File: src/rtl/alu_shl_arbiter_pkg.sv
// rtl/alu_shl_arbiter_pkg.sv - shared types and widths for the shift-unit arbiter
// Purpose: FSM state encoding and datapath widths used by alu_shl_arbiter and SHL4bit.
package alu_shl_arbiter_pkg;

  localparam int DATA_W  = 4;  // operand / result width
  localparam int SHAMT_W = 2;  // effective shift-amount width
  localparam int ID_W    = 1;  // requester-ID width

  typedef enum logic [1:0] {
    IDLE = 2'd0,
    EXEC = 2'd1,
    RESP = 2'd2
  } state_t;

endpackage

File: src/rtl/alu_shl_arbiter_shl4bit.sv
// rtl/alu_shl_arbiter_shl4bit.sv - combinational 4-bit left shifter
// Purpose: y = a << b, truncated to DATA_W bits.
// Ports:
//   a  in  DATA_W  operand
//   b  in  DATA_W  shift amount
//   y  out DATA_W  shifted result
module SHL4bit
  import alu_shl_arbiter_pkg::*;
(
  input  logic [DATA_W-1:0] a,
  input  logic [DATA_W-1:0] b,
  output logic [DATA_W-1:0] y
);

  assign y = a << b;

endmodule

File: src/rtl/alu_shl_arbiter.sv
// rtl/alu_shl_arbiter.sv - round-robin arbiter sharing one 4-bit left shifter
// Purpose: accepts one operation at a time from two requesters, shifts it in a
// single EXEC cycle and holds the tagged result on the response channel.
// Ports:
//   clk, rst                          clock, synchronous active-high reset
//   req0_valid/ready/a/b              requester 0 handshake and operands
//   req1_valid/ready/a/b              requester 1 handshake and operands
//   rsp_valid/ready                   response handshake
//   rsp_id, rsp_r, rsp_ovf            issuing requester, result, overflow flag
module alu_shl_arbiter
  import alu_shl_arbiter_pkg::*;
#(
  parameter logic RR_INIT = 1'b0
) (
  input  logic              clk,
  input  logic              rst,
  input  logic              req0_valid,
  output logic              req0_ready,
  input  logic [DATA_W-1:0] req0_a,
  input  logic [DATA_W-1:0] req0_b,
  input  logic              req1_valid,
  output logic              req1_ready,
  input  logic [DATA_W-1:0] req1_a,
  input  logic [DATA_W-1:0] req1_b,
  output logic              rsp_valid,
  input  logic              rsp_ready,
  output logic [ID_W-1:0]   rsp_id,
  output logic [DATA_W-1:0] rsp_r,
  output logic              rsp_ovf
);

  state_t               state, state_nxt;
  logic                 ptr;
  logic [DATA_W-1:0]    a_q;
  logic [SHAMT_W-1:0]   shamt_q;
  logic [ID_W-1:0]      id_q;
  logic                 grant_any;
  logic                 grant_id;
  logic                 accept;
  logic [DATA_W-1:0]    shl_y;
  logic                 ovf;
  logic                 unused_b_hi;

  // Upper shift-amount bits are architecturally ignored.
  assign unused_b_hi = ^{req0_b[3:2], req1_b[3:2]};

  // Grant: a lone requester wins; on contention ptr decides.
  always_comb begin
    grant_any = req0_valid | req1_valid;
    grant_id  = 1'b0;
    if (req0_valid && req1_valid) begin
      grant_id = ptr;
    end else if (req1_valid) begin
      grant_id = 1'b1;
    end
  end

  // Ready is gated by rst so nothing is acknowledged in the reset cycle.
  assign accept = (state == IDLE) && grant_any && !rst;

  always_comb begin
    state_nxt  = state;
    req0_ready = 1'b0;
    req1_ready = 1'b0;
    rsp_valid  = 1'b0;
    case (state)
      IDLE: begin
        if (accept) begin
          req0_ready = !grant_id;
          req1_ready = grant_id;
          state_nxt  = EXEC;
        end
      end
      EXEC: state_nxt = RESP;
      RESP: begin
        rsp_valid = 1'b1;
        if (rsp_ready) begin
          state_nxt = IDLE;
        end
      end
      default: state_nxt = IDLE;
    endcase
  end

  always_ff @(posedge clk) begin
    if (rst) begin
      state <= IDLE;
    end else begin
      state <= state_nxt;
    end
  end

  SHL4bit u_shl (
    .a (a_q),
    .b ({2'b00, shamt_q}),
    .y (shl_y)
  );

  // Overflow = OR of the bits pushed past the top of the 4-bit result.
  always_comb begin
    case (shamt_q)
      2'd0:    ovf = 1'b0;
      2'd1:    ovf = a_q[3];
      2'd2:    ovf = |a_q[3:2];
      default: ovf = |a_q[3:1];
    endcase
  end

  always_ff @(posedge clk) begin
    if (rst) begin
      ptr     <= RR_INIT;
      a_q     <= '0;
      shamt_q <= '0;
      id_q    <= '0;
      rsp_r   <= '0;
      rsp_id  <= '0;
      rsp_ovf <= 1'b0;
    end else begin
      if (accept) begin
        a_q     <= grant_id ? req1_a : req0_a;
        shamt_q <= grant_id ? req1_b[1:0] : req0_b[1:0];
        id_q    <= grant_id;
        ptr     <= ~grant_id;  // the loser gets priority next time
      end
      if (state == EXEC) begin
        rsp_r   <= shl_y;
        rsp_ovf <= ovf;
        rsp_id  <= id_q;
      end
    end
  end

endmodule
File: config.mk
export PLATFORM = sky130hd
export DESIGN_NAME = alu_shl_arbiter
export DESIGN_NICKNAME = d
export VERILOG_FILES = /design/src/rtl/alu_shl_arbiter_pkg.sv /design/src/rtl/alu_shl_arbiter_shl4bit.sv /design/src/rtl/alu_shl_arbiter.sv
export SDC_FILE = /design/constraint.sdc
export NUM_CORES = 1
export LEC_CHECK = 0
export ABC_AREA = 1
export CAP_MARGIN = 20
export CORE_AREA = 2 2 56 58
export DETAILED_ROUTE_END_ITERATION = 10
export DIE_AREA = 0 0 58 60
export GPL_TIMING_DRIVEN = 1
export SYNTH_ARGS = -nofsm -noshare
export SYNTH_HDL_FRONTEND = slang
export SYNTH_HIERARCHICAL = 1
export SYNTH_SLANG_ARGS = --single-unit
export TNS_END_PERCENT = 20
File: constraint.sdc
create_clock -name clk -period 1.2 [get_ports clk]
set_clock_uncertainty 0.15 [all_clocks]
set_input_delay 0.24 -clock clk [delete_from_list [all_inputs] [get_ports clk]]
set_output_delay 0.24 -clock clk [all_outputs]
set_load 0.05 [all_outputs]
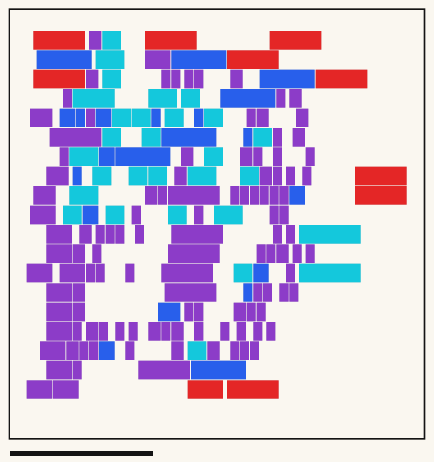
Fig. 1. Cell sizes after repair (run 1).
The bar under the picture is 20 um long.
drive 2: marked blue, cells 21, share 12%, most used dfxtp_2. drive 1 or less: marked purple, cells 114, share 66%, most used nand2_1. drive 6 and up: marked red, cells 10, share 5.7%, most used buf_12. drive 3 to 4: marked cyan, cells 29, share 17%, most used buf_4.
final setup margin: -0.418 ns
Final Cell Area: 1410 um2
Non-clock buffers: 41
area grow syn2layout: 71.6%

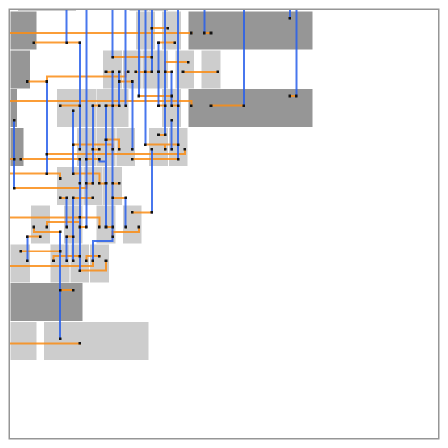
Fig. 2. A small window of the routed layout (run 1).
Window x 28 to 58, y 0 to 30 um. Cells in grey, sequential cells in the stronger grey; small squares are vias.
met2: marked blue. met1: marked orange.
Sequential cells in the window: 3. Netlist names of flops here include rsp_r (2), rsp_ovf (1). 30 logic cells have their middle in the window. Most frequent: nand2_1 (12), nor2_1 (3), inv_1 (3).

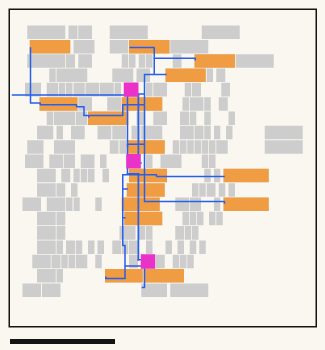
Fig. 3. Clock network drawn from the DEF (run 1).
The bar under the picture is 20 um long.
clock wires: marked blue, length 234 um. cells driving clock nets: marked magenta, count 3. flip-flops: marked orange, count 16.
There are 4 routed clock nets.
Clk. pwr: 0.000362 W
clock group share of total power: 24.1%
Clock Latency Late Sink: 0.30 ns

==> Changelog: implementation, run 1 <==
### Metrics

* Clock buffer depth at 2
* Failing checks: setup timing
* Status: finished, violations left
* Non-clk invs at 13
* Top delay family on crit path: flip-flops
* Clock-cell share at 2.58%
* Post-CTS Resized at 22
* Fraction of area in multi-input gates at 34.5%
* Top cell excl fill/tap: nand2_1
* Switch share at 32.2%
* Gr ovfl total at 0
* Instance area at placement at 1320 um2
* Comb gate area at 485 um2
* Vias in the first global route at 909
* Lkg Pwr at 0.634 nW
* Die W at 58 um
* Complex Gates by Area at 10.4%
* Hold bufs inserted after CTS at 0
* Post CTS Setup Buffer Count at 5
* Fraction of registers with async set/reset at 0%
* Largest net degree at the start of global routing at 10
* First-pass GRT wire length at 3480 um
* Simple share at 42.2%
* Seq pwr share at 41.4%
* H-tree Lvls at 1
* Cell Area, Synth at 821 um2
* Router iterations before antenna repair at 4
* Clock Pin Slew Worst Setup and Hold Paths at 0.10 ns
* DRT iter0 DRCs at 17
* Period utilisation layout at 135%
* Critical-path cell list: inv_2 -> nand2_4 -> nor3_4 -> nand2_2 -> clkinvlp_4 -> buf_12
* Period minus WS final at 1.62 ns
* Mux share at 0%
* Final setup margin at -0.418 ns
* Max-cap violations at 0
* Non-Filler Instances at 207
* Antenna diode instance count at 0
* Core area at 2900 um2
* Final setup fails at 9
* Fp util at 28.3%
==> run 1: routing by layer <==
| metal | wire length (um) | vias to the layer above | global-route usage (%) |
|---|---|---|---|
| li1 | - | 486 | - |
| met5 | 0 | - | 0 |
| met2 | 1130 | 24 | 26.9 |
| met4 | 43 | 0 | 7.97 |
| met1 | 802 | 398 | 12.2 |
| met3 | 103 | 6 | 2.38 |
==> run 1: final timing paths <==
check                              from               endpoint  depth (start not counted)
hold / removal                      rst  state[0]$_SDFFE_PP0P_                          3
setup reg to reg  state[0]$_SDFFE_PP0P_   rsp_ovf$_SDFFE_PP0N_                          8
hold reg to reg    rsp_ovf$_SDFFE_PP0N_   rsp_ovf$_SDFFE_PP0N_                          2
setup / recovery  state[0]$_SDFFE_PP0P_             req1_ready                          6
==> inputs of run 2 (changes only) <==
- CORE_AREA: 2 2 56 58 -> 4 4 58 60
- DIE_AREA: 0 0 58 60 -> 0 0 62 64
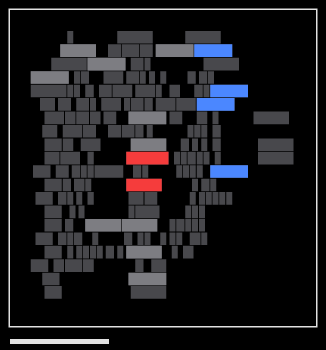
Fig. 4. Sequential cells grouped by signal name (run 2).
The bar under the picture is 20 um long. Other sequential cells in the stronger grey, the rest of the logic in the fainter grey.
rsp_r: marked blue, flops 4. shamt_q: marked red, flops 2.
Final Util: 49.0%
FF/Latch Area: 335 um2
Seq/total area: 23.4%
total sequential power: 0.000622 W

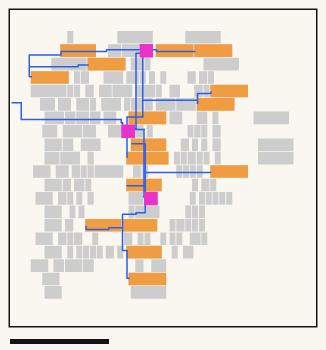
Fig. 5. Clock network drawn from the DEF (run 2).
The bar under the picture is 20 um long.
flip-flops: marked orange, count 16. cells driving clock nets: marked magenta, count 3. clock wires: marked blue, length 219 um.
There are 4 routed clock nets.
clock group share of total power: 24.0%
Clock Latency Late Sink: 0.29 ns
Clk. pwr: 0.000363 W

==> Changelog: implementation, run 2 <==
### Metrics

* FF-to-FF End: rsp_ovf$_SDFFE_PP0N_
* Fraction of registers with async set/reset at 0% (unchanged)
* Reg2reg path depth at 7 (-1)
* Status: finished, violations left
* Final setup fails at 5 (-4)
* Critical-path cell list: inv_2 -> nand2_4 -> nor3_4 -> nand2_2 -> clkinvlp_4 -> buf_12
* First-pass GRT wire length at 3440 um (-1.2%)
* Switch share at 32.1% (-0.038 points)
* Instance area at placement at 1310 um2 (-1.1%)
* Clock buffer depth at 2 (unchanged)
* Failing checks: setup timing
* Area grow syn2layout at 74.7%
* Period utilisation layout at 135% (+0.37 points)
* Cell Area, Synth at 821 um2 (unchanged)
* Seq pwr share at 41.0% (-0.4 points)
* Top cell excl fill/tap: nand2_1
* Non-clk invs at 13 (unchanged)
* Worst Hold End: a_q[0]$_SDFFE_PP0P_
* M1 WL at 865 um (+7.9%)
* Router iterations before antenna repair at 4 (unchanged)
* Final setup margin at -0.423 ns (-0.00441 ns)
* Core area at 2930 um2 (+0.86%)
* Period minus WS final at 1.62 ns (+0.00441 ns)
* Largest net degree at the start of global routing at 10 (unchanged)
run 2: how the worst max path moves through the flow:
stage,slack (ns),cells past startpoint,to,start
2_1_floorplan,-0.20,5,req1_ready,state[0]$_SDFFE_PP0P_
3_3_place_gp,-0.55,6,req0_ready,req1_valid
3_5_place_dp,-0.58,6,req0_ready,req1_valid
4_1_cts,-0.45,6,req1_ready,state[0]$_SDFFE_PP0P_
5_1_grt,-0.52,6,req1_ready,state[1]$_SDFFE_PP0P_
6_report,-0.42,6,req1_ready,state[0]$_SDFFE_PP0P_
run 2: cells by family (layout without fill, tap and decap cells):
group / count (synthesis) / count (layout)
DFF: 16 / 16
other: 1 / 2
and+or+nand+nor: 81 / 81
AOI/OAI and AO/OA: 17 / 17
buffers and inverters: 15 / 58
Power and IR drop assume default switching activity.
